<file path="src/rtl/stopwatch_btn_cond_if.sv">
// rtl/stopwatch_btn_cond_if.sv - button/command bundle between the panel and the stopwatch counter
//
// Signals:
//   btn_start, btn_pause, btn_reset       raw asynchronous push-buttons, active-high
//   start_pulse, pause_pulse, reset_pulse one-cycle command pulses toward the counter
//   start_db, pause_db, reset_db          debounced button levels
// Modports:
//   master  drives the raw buttons and observes the conditioned outputs
//   slave   the conditioner: consumes the raw buttons, drives the outputs

interface stopwatch_btn_cond_if;
    logic btn_start;
    logic btn_pause;
    logic btn_reset;
    logic start_pulse;
    logic pause_pulse;
    logic reset_pulse;
    logic start_db;
    logic pause_db;
    logic reset_db;

    modport master (
        output btn_start, btn_pause, btn_reset,
        input  start_pulse, pause_pulse, reset_pulse,
        input  start_db, pause_db, reset_db
    );

    modport slave (
        input  btn_start, btn_pause, btn_reset,
        output start_pulse, pause_pulse, reset_pulse,
        output start_db, pause_db, reset_db
    );
endinterface

</file>
<file path="src/rtl/stopwatch_btn_cond.sv">
// rtl/stopwatch_btn_cond.sv - synchronise, debounce and pulse-encode the three stopwatch buttons
//
// Parameters:
//   DEBOUNCE_CYCLES  stable cycles needed to accept a press or a release (>= 2)
//   HOLD_CYCLES      HELD cycles of the pause button before hold-to-clear fires (> DEBOUNCE_CYCLES)
//   CNT_W            counter width, 2**CNT_W > max(DEBOUNCE_CYCLES, HOLD_CYCLES)
// Ports:
//   clk     system clock
//   reset   synchronous, active-high
//   io_bus  slave side of stopwatch_btn_cond_if (raw buttons in, pulses and debounced levels out)
// Build option:
//   STOPWATCH_HOLD_CLR_EN  when defined, holding pause for HOLD_CYCLES also issues reset_pulse

module stopwatch_btn_cond #(
    parameter int DEBOUNCE_CYCLES = 1000000,
    parameter int HOLD_CYCLES     = 100000000,
    parameter int CNT_W           = 27
) (
    input  logic                  clk,
    input  logic                  reset,
    stopwatch_btn_cond_if.slave   io_bus
);

    typedef enum logic [1:0] {
        ST_IDLE         = 2'd0,
        ST_PRESS_WAIT   = 2'd1,
        ST_HELD         = 2'd2,
        ST_RELEASE_WAIT = 2'd3
    } state_t;

    localparam logic [CNT_W-1:0] DB_LAST = CNT_W'(DEBOUNCE_CYCLES - 1);

    if (DEBOUNCE_CYCLES < 2 || HOLD_CYCLES <= DEBOUNCE_CYCLES) begin : g_bad_cfg
        $error("stopwatch_btn_cond: DEBOUNCE_CYCLES/HOLD_CYCLES out of range");
    end

    // Bit order everywhere: [0] start, [1] pause, [2] reset.
    logic [2:0] w_raw;
    logic [2:0] r_sync1;
    logic [2:0] r_sync2;
    logic [2:0] w_fire;     // press accepted on this edge (PRESS_WAIT -> HELD)
    logic [2:0] w_db;
    logic       w_hold_fire;
    logic       w_reset_cmd;

    logic       r_start_pulse;
    logic       r_pause_pulse;
    logic       r_reset_pulse;

    assign w_raw = {io_bus.btn_reset, io_bus.btn_pause, io_bus.btn_start};

    always_ff @(posedge clk) begin
        if (reset) begin
            r_sync1 <= '0;
            r_sync2 <= '0;
        end else begin
            r_sync1 <= w_raw;
            r_sync2 <= r_sync1;
        end
    end

`ifdef STOPWATCH_HOLD_CLR_EN
    logic w_pause_held;
`endif

    for (genvar i = 0; i < 3; i++) begin : g_btn
        state_t           r_state;
        logic [CNT_W-1:0] r_cnt;
        logic             r_db;
        logic             w_s;

        assign w_s       = r_sync2[i];
        assign w_db[i]   = r_db;
        assign w_fire[i] = (r_state == ST_PRESS_WAIT) && w_s && (r_cnt == DB_LAST);

`ifdef STOPWATCH_HOLD_CLR_EN
        if (i == 1) begin : g_pause_held
            assign w_pause_held = (r_state == ST_HELD);
        end
`endif

        // cnt is cleared on every state change and only counts up to DB_LAST,
        // so it can never wrap.
        always_ff @(posedge clk) begin
            if (reset) begin
                r_state <= ST_IDLE;
                r_cnt   <= '0;
                r_db    <= 1'b0;
            end else begin
                case (r_state)
                    ST_IDLE: begin
                        if (w_s) begin
                            r_state <= ST_PRESS_WAIT;
                            r_cnt   <= '0;
                        end
                    end
                    ST_PRESS_WAIT: begin
                        if (!w_s) begin
                            r_state <= ST_IDLE;
                            r_cnt   <= '0;
                        end else if (r_cnt == DB_LAST) begin
                            r_state <= ST_HELD;
                            r_cnt   <= '0;
                            r_db    <= 1'b1;
                        end else begin
                            r_cnt <= r_cnt + 1'b1;
                        end
                    end
                    ST_HELD: begin
                        if (!w_s) begin
                            r_state <= ST_RELEASE_WAIT;
                            r_cnt   <= '0;
                        end
                    end
                    ST_RELEASE_WAIT: begin
                        if (w_s) begin
                            r_state <= ST_HELD;
                            r_cnt   <= '0;
                        end else if (r_cnt == DB_LAST) begin
                            r_state <= ST_IDLE;
                            r_cnt   <= '0;
                            r_db    <= 1'b0;
                        end else begin
                            r_cnt <= r_cnt + 1'b1;
                        end
                    end
                    default: begin
                        r_state <= ST_IDLE;
                        r_cnt   <= '0;
                        r_db    <= 1'b0;
                    end
                endcase
            end
        end
    end

`ifdef STOPWATCH_HOLD_CLR_EN
    localparam logic [CNT_W-1:0] HOLD_LAST = CNT_W'(HOLD_CYCLES - 1);

    logic [CNT_W-1:0] r_hold_cnt;
    logic             r_hold_done;

    // The hold counter restarts only when a new pause press is accepted, so a
    // short bounce in RELEASE_WAIT pauses the count instead of restarting it.
    // r_hold_done stops counting after the single hold-to-clear of a press.
    always_ff @(posedge clk) begin
        if (reset) begin
            r_hold_cnt  <= '0;
            r_hold_done <= 1'b0;
        end else if (w_fire[1]) begin
            r_hold_cnt  <= '0;
            r_hold_done <= 1'b0;
        end else if (w_pause_held && !r_hold_done) begin
            if (r_hold_cnt == HOLD_LAST) begin
                r_hold_done <= 1'b1;
            end else begin
                r_hold_cnt <= r_hold_cnt + 1'b1;
            end
        end
    end

    assign w_hold_fire = w_pause_held && !r_hold_done && (r_hold_cnt == HOLD_LAST);
`else
    assign w_hold_fire = 1'b0;
`endif

    assign w_reset_cmd = w_fire[2] | w_hold_fire;

    // A reset command masks start/pause in the same cycle; the masked press is dropped.
    always_ff @(posedge clk) begin
        if (reset) begin
            r_start_pulse <= 1'b0;
            r_pause_pulse <= 1'b0;
            r_reset_pulse <= 1'b0;
        end else begin
            r_start_pulse <= w_fire[0] & ~w_reset_cmd;
            r_pause_pulse <= w_fire[1] & ~w_reset_cmd;
            r_reset_pulse <= w_reset_cmd;
        end
    end

    assign io_bus.start_pulse = r_start_pulse;
    assign io_bus.pause_pulse = r_pause_pulse;
    assign io_bus.reset_pulse = r_reset_pulse;
    assign io_bus.start_db    = w_db[0];
    assign io_bus.pause_db    = w_db[1];
    assign io_bus.reset_db    = w_db[2];

endmodule

</file>
<file path="src/flat_wrapper.sv">
// flat-port wrapper written by rule: the top's interface ports become plain ports
module stopwatch_btn_cond_flat 
#(
    parameter int DEBOUNCE_CYCLES = 1000000,
    parameter int HOLD_CYCLES     = 100000000,
    parameter int CNT_W           = 27
)
  (clk, reset, io_bus_btn_start, io_bus_btn_pause, io_bus_btn_reset, io_bus_start_pulse, io_bus_pause_pulse, io_bus_reset_pulse, io_bus_start_db, io_bus_pause_db, io_bus_reset_db);
  stopwatch_btn_cond_if io_bus_i ();
  input  logic clk;
  input  logic reset;
  input wire logic [$bits(io_bus_i.btn_start)-1:0] io_bus_btn_start;
  input wire logic [$bits(io_bus_i.btn_pause)-1:0] io_bus_btn_pause;
  input wire logic [$bits(io_bus_i.btn_reset)-1:0] io_bus_btn_reset;
  output wire logic [$bits(io_bus_i.start_pulse)-1:0] io_bus_start_pulse;
  output wire logic [$bits(io_bus_i.pause_pulse)-1:0] io_bus_pause_pulse;
  output wire logic [$bits(io_bus_i.reset_pulse)-1:0] io_bus_reset_pulse;
  output wire logic [$bits(io_bus_i.start_db)-1:0] io_bus_start_db;
  output wire logic [$bits(io_bus_i.pause_db)-1:0] io_bus_pause_db;
  output wire logic [$bits(io_bus_i.reset_db)-1:0] io_bus_reset_db;
  assign io_bus_i.btn_start = io_bus_btn_start;
  assign io_bus_i.btn_pause = io_bus_btn_pause;
  assign io_bus_i.btn_reset = io_bus_btn_reset;
  assign io_bus_start_pulse = io_bus_i.start_pulse;
  assign io_bus_pause_pulse = io_bus_i.pause_pulse;
  assign io_bus_reset_pulse = io_bus_i.reset_pulse;
  assign io_bus_start_db = io_bus_i.start_db;
  assign io_bus_pause_db = io_bus_i.pause_db;
  assign io_bus_reset_db = io_bus_i.reset_db;
  stopwatch_btn_cond #(.DEBOUNCE_CYCLES(DEBOUNCE_CYCLES), .HOLD_CYCLES(HOLD_CYCLES), .CNT_W(CNT_W)) u_core (.clk(clk), .reset(reset), .io_bus(io_bus_i));
endmodule
</file>
<file path="config.mk">
export PLATFORM = sky130hd
export DESIGN_NAME = stopwatch_btn_cond_flat
export DESIGN_NICKNAME = d
export VERILOG_FILES = /design/src/rtl/stopwatch_btn_cond_if.sv /design/src/rtl/stopwatch_btn_cond.sv /design/src/flat_wrapper.sv
export SDC_FILE = /design/constraint.sdc
export NUM_CORES = 1
export LEC_CHECK = 0
export CAP_MARGIN = 10
export CORE_UTILIZATION = 65
export CTS_BUF_LIST = sky130_fd_sc_hd__clkbuf_8 sky130_fd_sc_hd__clkbuf_16
export DETAILED_ROUTE_END_ITERATION = 10
export PLACE_DENSITY = 0.92
export REMOVE_ABC_BUFFERS = 1
export SLEW_MARGIN = 5
export SYNTH_ARGS = -nofsm -noshare
export SYNTH_HDL_FRONTEND = slang
export SYNTH_SLANG_ARGS = --single-unit
</file>
<file path="constraint.sdc">
create_clock -name clk -period 4.95 [get_ports clk]
set_input_delay 0.99 -clock clk [delete_from_list [all_inputs] [get_ports clk]]
set_output_delay 0.99 -clock clk [all_outputs]
set_load 0.05 [all_outputs]
</file>
==> run_1/ff_map.png <==
The bar under the picture is 20 um long. Other sequential cells in the stronger grey, the rest of the logic in the fainter grey.
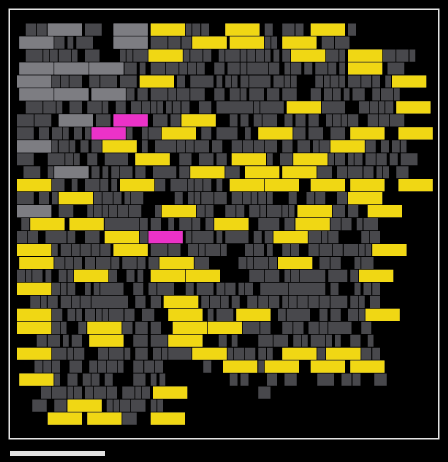
- magenta: `u_core.g_btn.r_state` (flops 3)
- yellow: `u_core.g_btn.r_cnt` (flops 81; where spread over the die)
- not coloured: 15
Seq. pwr: 0.000808 W
FF/Latch Area: 1980 um2
Final Util: 73.0%
flop share of the area: 36.8%

==> run_1/gates.png <==
The bar under the picture is 20 um long.
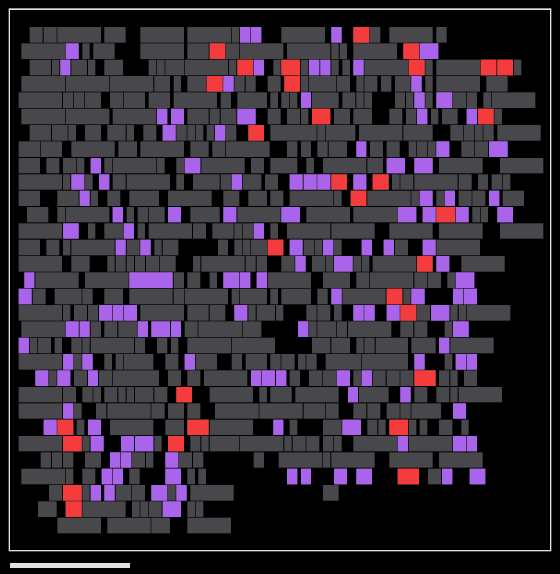
- purple: aoi and oai cells (cells 134; where spread over the die)
- red: non-inverting ao/oa cells (cells 31; where spread over the die)
combinational share of cell area: 53.2%
most frequent logic cell in the layout: dfxtp_1
fin cells: 723

==> run_1/layers.png <==
Only two layers are drawn.
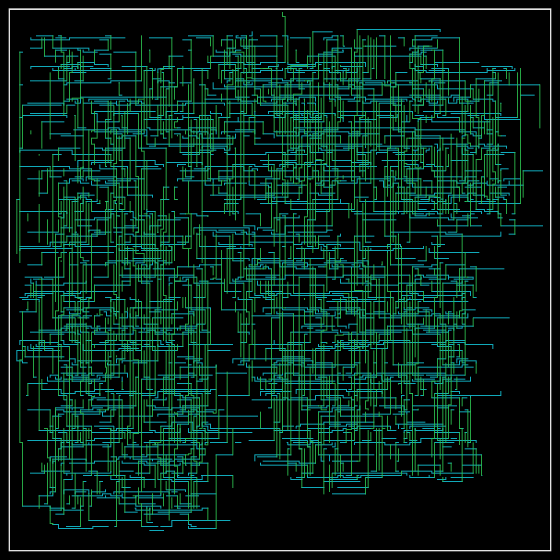
- green: M2 (wire length 5570 um)
- cyan: M1 (wire length 5000 um)
overall routing resource usage: 28.8%
DR vias: 4841
WL final: 11400 um
Avg WL per Cell: 15.8 um

==> reports/metrics.yaml, run 1 <==
synthesis:
  ys_warn_count: 0
  yosysTopAreaCellShare_pct: 39.6
  syn_area_per_cell_um2: 8.15
  yosys.stat.seqShare_pct: 39.6
  yosysChipArea_um2: 5010
  synth_top_cell_by_area: "dfxtp_1"
  ff_type: "dfxtp_1"
  top_cells_by_count: "dfxtp_1 (99), nand2_1 (68), a21oi_1 (46)"
  synthCells: 615
  edf_count: 0
power_and_ir_drop:
  p_clk_share_pct: 36.1
  power.leakage_nw: 1.92
  p_sw_w: 0.000350
  power.density_nw_per_um2: 254
  power_frac_seq_pct: 59.2
  swShare_pct: 25.6
  combPwrFrac_pct: 4.7
  power_w: 0.00137
route:
  firstDrtPassIters: 5
  avgViaCountPerCell: 6.70
  drt_iter0_drc: 540
  drcViolationCount: 0
  ant_nets: 0
die:
  num_rows: 31
  io_pins: 11
  die_h_um: 89.8
final_timing:
  fin_setup_tns_ps: 0
  fin_crit_sh_pct: 58.2
  hold_ws_ps: 453
  relSlewSlack_pct: 35.0
setup_path:
  path_buffers: 3
  crit_chain: "clkdlybuf4s50_1 > inv_1 > nand3_1 > a21oi_2 > buf_4 > nand3_1 > o31ai_1"
  cp.required_ps: 5250
  start_kind: "input pin"
  worst_path_most_repeated_cell: "nand3_1"
  critical_path.max_fanout: 24
  worst_path_max_delay_cell: "a21oi_2"
  worstPathArrival_ps: 3180
  crit_type: "in2reg"
clock_tree:
  h-tree-depth: 3
  cts_resized: 0
  cts_tree: "done"
  clk_latency_ps: 370
  holdBufCountCts: 0
flow_run:
  maxCapViolCount: 0
  tool_warnings: 25
placed_design:
  place_congestion: 0.889
  io_buffer_count: 10
  dp_hpwl_um: 7840
finish:
  syn_to_final_growth_pct: 7.39
  drive_gt1_share_pct: 6.25
grt:
  grt_pass1_vias: 4420
  antenna_found_initial: 0
  grt_max_degree: 32
  grt_pass1_wl_um: 19500
run_status:
  status: "complete, no violations"
## run 1: worst paths after layout
path / start / end / slack [ps] / depth (start not counted)
max: reset / u_core.g_btn[0].r_cnt[25]$_SDFFE_PP0P_ / 2070 / 7
max reg2reg: u_core.g_btn[2].r_cnt[0]$_SDFFE_PP0P_ / u_core.g_btn[2].r_cnt[18]$_SDFFE_PP0P_ / 2200 / 7
min: u_core.r_sync1[0]$_SDFF_PP0_ / u_core.r_sync2[0]$_SDFF_PP0_ / 450 / 1
min reg2reg: u_core.r_sync1[0]$_SDFF_PP0_ / u_core.r_sync2[0]$_SDFF_PP0_ / 450 / 1
## run 1: cell families (layout without fill, tap and decap cells)
kind of cell,count (synthesis),count (layout),share of synthesized area (%)
AND-OR/OR-AND,165,165,20.8
XOR/XNOR,7,7,1.22
adder cells (fa/ha/maj),3,3,0.749
buffers and inverters,42,51,3.70
flip-flops,99,99,39.6
multiplexers,11,11,2.20
AND/OR/NAND/NOR,288,288,31.8
## run 1: cell usage in the layout (no fill, tap or decap), types with 3 or more instances in the layout
master,count
xor2_1,7
ha_1,3
nor2b_1,8
and2_1,5
or3_1,6
nor4b_1,3
or2_2,3
nor4_2,3
o211ai_1,4
dfxtp_1,99
and3_1,15
nor3_1,15
a41oi_1,4
a21o_1,21
nor4_4,3
a21oi_1,45
mux2i_1,11
clkbuf_8,9
or3b_2,3
nand2_1,68
clkdlybuf4s50_1,10
a31oi_1,35
o21ai_0,27
nor4_1,14
a22o_1,5
nand3_1,45
and4_1,8
nand3b_1,6
nand2b_1,7
nand4_1,25
inv_1,19
buf_4,6
a22oi_1,5
nor2_1,40
## run 1: stage by stage
step,instance area (um2),util [%],instances
2_1_floorplan,4890,-,591
3_3_place_gp,5180,70.3,706
3_5_place_dp,5180,70.3,706
4_1_cts,5370,72.8,722
5_1_grt,5380,73.0,723
6_report,5380,73.0,723
## run 1: sequential cells by signal (all words and copies together) (netlist names), named ones only
signal                     count
u_core.io_bus.reset_pulse      1
u_core.io_bus.start_db         1
u_core.g_btn.r_cnt            81
u_core.r_sync1                 3
u_core.io_bus.reset_db         1
u_core.io_bus.pause_pulse      1
u_core.io_bus.pause_db         1
u_core.io_bus.start_pulse      1
u_core.g_btn.r_state           3
u_core.r_sync2                 3
## run 1: power groups by stage
| stage | Combinational [W] | Sequential, W | Clock [W] |
|---|---|---|---|
| 5_1_grt | 0.0000692 | 0.000810 | 0.000527 |
| 2_1_floorplan | 0.0000308 | 0.000833 | 0 |
| 6_report | 0.0000644 | 0.000808 | 0.000493 |
| 3_3_place_gp | 0.0000610 | 0.000826 | 0 |
| 4_1_cts | 0.0000633 | 0.000808 | 0.000497 |
| 3_5_place_dp | 0.0000628 | 0.000827 | 0 |
## run 1: cell type report
type	instances	share of cell area [%]
repair buffers	17	2.98
clock inverters	7	1.19
clock buffers	9	2.30
flip-flops and latches	99	36.8
inverters	18	1.26
multi-input cells	474	53.2
well taps	99	2.30
## run 1: routing by layer
metal	vias up	track usage, %	wire [um]
met5	-	0	0
met2	163	50.4	5570
li1	2329	-	-
met4	0	11.6	279
met3	34	5.75	584
met1	2315	34.7	5000
==> run_1/class_map.png <==
Fill, decap, tap and diode cells in grey.
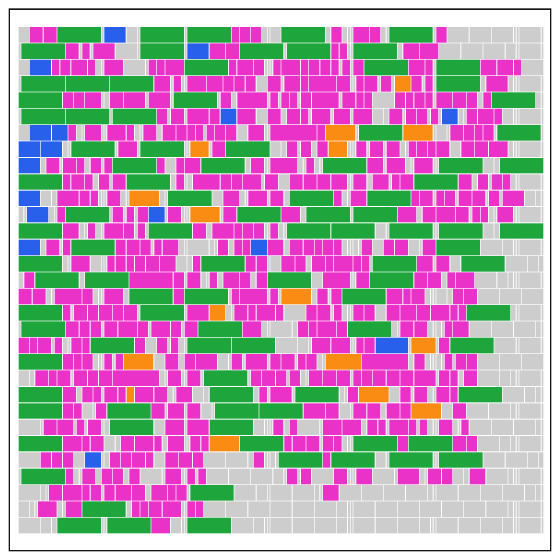

==> run 2, diff against run 1 <==
CORE_UTILIZATION = 62   (was 65)
PLACE_DENSITY = 0.89   (was 0.92)
clock period = 2.8 ns   (was 4.95 ns; I/O delays follow)
==> run_2/class_map.png <==
Fill, decap, tap and diode cells in grey.
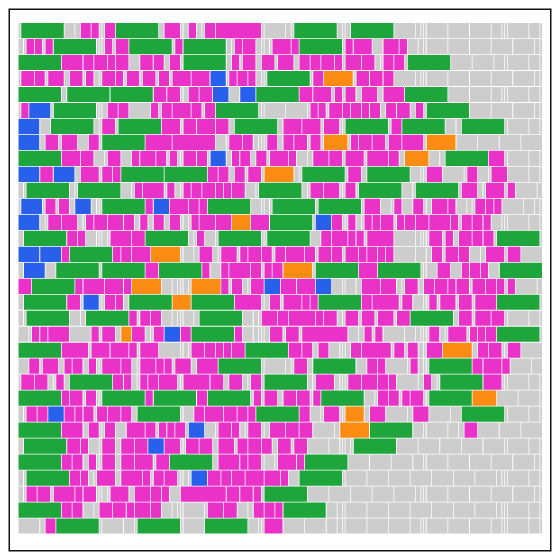
- magenta: remaining logic cells (cells 492; share of their area 55%)
- orange: clock drivers and dummy loads (cells 16; share of their area 3.6%)
- green: registers (cells 99; share of their area 37%)
- blue: remaining buffers and delay cells (cells 25; share of their area 4.0%)
Final Util: 70.0%
flop share of the area: 36.4%
final instance area: 5440 um2
core area: 7770 um2
Cell Rows: 32

==> run_2/clock_nets.png <==
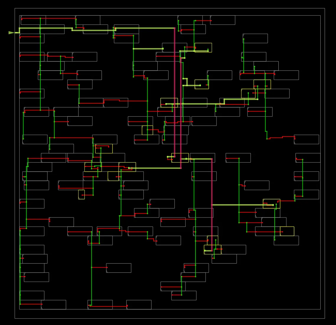
clock sinks: 99
flop count: 99
Clock Skews: 15.2 ps

==> reports/metrics.yaml, run 2 <==
die:
  die_h_um: 91.9  # was 89.8 um
  fp.dieW_um: 91.9  # was 89.8 um
  io_pins: 11  # unchanged
setup_path:
  reg2reg_from: "u_core.g_btn[2].r_cnt[0]$_SDFFE_PP0P_"  # unchanged
  worstPathArrival_ps: 2620  # was 3180 ps
  r2r_cells: 7  # unchanged
  crit_chain: "ha_1 > and4_1 > and4_1 > a211oi_4 > buf_4 > nand2_1 > o311ai_0"  # was clkdlybuf4s50_1 > inv_1 > nand3_1 > a21oi_2 > buf_4 > nand3_1 > o31ai_1
  worstReg2RegEnd: "u_core.g_btn[2].r_cnt[18]$_SDFFE_PP0P_"  # unchanged
  worst_path_most_repeated_cell: "and4_1"  # was nand3_1
  critical_path.max_fanout: 23  # was 24
  crit_type: "reg2reg"  # was in2reg
  path_buffers: 1  # was 3
  start_kind: "flip-flop"  # was input pin
  worst_path_max_delay_cell: "o311ai_0"  # was a21oi_2
  regToRegSetupSlack_ps: 410  # was 2200 ps
  cp.required_ps: 3030  # was 5250 ps
grt:
  grt_use_total_pct: 28.3  # was 28.8%
  grt_pass1_wl_um: 19700  # was 19500 um
  antenna_found_initial: 0  # unchanged
  grt_max_degree: 31  # was 32
  grt_pass1_vias: 4450  # was 4420
clock_tree:
  cts_resized: 0  # unchanged
  clk_latency_ps: 370  # about the same
  holdBufCountCts: 0  # unchanged
  h-tree-depth: 3  # unchanged
  cts_tree: "done"  # unchanged
route:
  via_count: 4845  # was 4841
  routed_wl_um: 11500  # was 11400 um
  avgRoutedWirePerCell_um: 15.7  # was 15.8 um
  ant_nets: 0  # unchanged
  avgViaCountPerCell: 6.60  # was 6.70
  drt_iter0_drc: 366  # was 540
  drcViolationCount: 0  # unchanged
  firstDrtPassIters: 7  # was 5
power_and_ir_drop:
  power.density_nw_per_um2: 449  # was 254 nW/um2
  combPwrFrac_pct: 4.7  # about the same
  p_clk_share_pct: 36.7  # was 36.1%
  power.leakage_nw: 1.97  # was 1.92 nW
synthesis:
  ff_type: "dfxtp_1"  # unchanged
  yosysTopAreaCellShare_pct: 39.6  # unchanged
  yosys.stat.seqShare_pct: 39.6  # unchanged
  ys_warn_count: 0  # unchanged
  synth_top_cell_by_area: "dfxtp_1"  # unchanged
  synthCells: 615  # unchanged
worst_hold_path:
  holdCritStartpoint: "u_core.r_sync1[1]$_SDFF_PP0_"  # was u_core.r_sync1[0]$_SDFF_PP0_
  hold_end: "u_core.r_sync2[1]$_SDFF_PP0_"  # was u_core.r_sync2[0]$_SDFF_PP0_
  holdPathStages: 1  # unchanged
finish:
  drive_gt1_share_pct: 7.59  # was 6.25%
  syn_to_final_growth_pct: 8.54  # was 7.39%
  regMostFlops: "u_core.g_btn.r_cnt"  # unchanged
  final_cell_mix: "dfxtp_1 (99), nand2_1 (68), a21oi_1 (45), nand3_1 (45), nor2_1 (40)"  # unchanged
  largest_reg_flops: 81  # unchanged
final_timing:
  fin_setup_tns_ps: 0  # unchanged
  fin_crit_sh_pct: 85.2
  relSlewSlack_pct: 32.0  # was 35.0%
placed_design:
  dp_hpwl_um: 8010  # was 7840 um
  dpl_cell_area_um2: 5250  # was 5180 um2
  io_buffer_count: 10  # unchanged
flow_run:
  maxCapViolCount: 0  # unchanged
  tool_warnings: 25  # unchanged
run_status:
  status: "complete, no violations"  # unchanged
## run 2: worst max-delay path by stage
stage | start | endpoint | slack [ps] | cells past startpoint
2_1_floorplan | u_core.g_btn[2].r_cnt[0]$_SDFFE_PP0P_ | u_core.g_btn[2].r_cnt[14]$_SDFFE_PP0P_ | -960 | 6
3_3_place_gp | reset | u_core.g_btn[1].r_cnt[11]$_SDFFE_PP0P_ | 400 | 5
3_5_place_dp | reset | u_core.g_btn[2].r_cnt[18]$_SDFFE_PP0P_ | 340 | 6
4_1_cts | u_core.g_btn[2].r_cnt[0]$_SDFFE_PP0P_ | u_core.g_btn[2].r_cnt[18]$_SDFFE_PP0P_ | 460 | 7
5_1_grt | u_core.g_btn[2].r_cnt[0]$_SDFFE_PP0P_ | u_core.g_btn[2].r_cnt[18]$_SDFFE_PP0P_ | 210 | 7
6_report | u_core.g_btn[2].r_cnt[0]$_SDFFE_PP0P_ | u_core.g_btn[2].r_cnt[18]$_SDFFE_PP0P_ | 410 | 7
## run 2: power groups by stage
stage          clock network, W  registers (W)  logic [W]
6_report               0.000896        0.00143   0.000115
5_1_grt                0.000958        0.00143   0.000125
4_1_cts                0.000905        0.00143   0.000113
3_5_place_dp                  0        0.00146   0.000113
3_3_place_gp                  0        0.00146   0.000109
2_1_floorplan                 0        0.00147  0.0000545
## run 2: cell type report
type / instances / area (um2) / area share (%)
clock buffers: 9 / 124 / 2.28
repair buffers: 25 / 213 / 3.91
multi-input cells: 474 / 2860 / 52.6
well taps: 102 / 128 / 2.35
clock inverters: 7 / 65.1 / 1.20
inverters: 18 / 67.6 / 1.24
flip-flops and latches: 99 / 1980 / 36.4
## run 2: cell families (layout without fill, tap and decap cells)
group	Yosys count	in the layout	share of synthesized area, %
AND/OR/NAND/NOR	288	288	31.8
AND-OR/OR-AND	165	165	20.8
flip-flops	99	99	39.6
buffers and inverters	42	59	3.70
multiplexers	11	11	2.20
XOR/XNOR	7	7	1.22
adder cells (fa/ha/maj)	3	3	0.749
## run 2: worst reg2reg max path, stage by stage (launching register included)
cell and delay, ps:
dfxtp_1 350, ha_1 260, and4_1 300, and4_1 290
a211oi_4 280, buf_4 280, nand2_1 110, o311ai_0 380
## run 2: per-layer routing
layer,global-route usage [%],up-vias,wire length (um)
met4,10.9,0,204
li1,-,2340,-
met1,36.3,2287,5050
met5,0,-,0
met3,5.06,29,748
met2,47.1,189,5500
## run 2: stage by stage
stage                     cells  utilization, %  power, W  worst slack, ps  hold WS, ps
after detailed placement    718            67.6   0.00157              342          439
after floorplan             591               -   0.00153             -961          414
after global routing        734            70.0   0.00251              214          463
after CTS                   734            70.0   0.00245              461          461
final                       734            70.0   0.00244              415          458
after global placement      718            67.6   0.00157              401          417
Power is estimated from default activity; no workload was simulated.
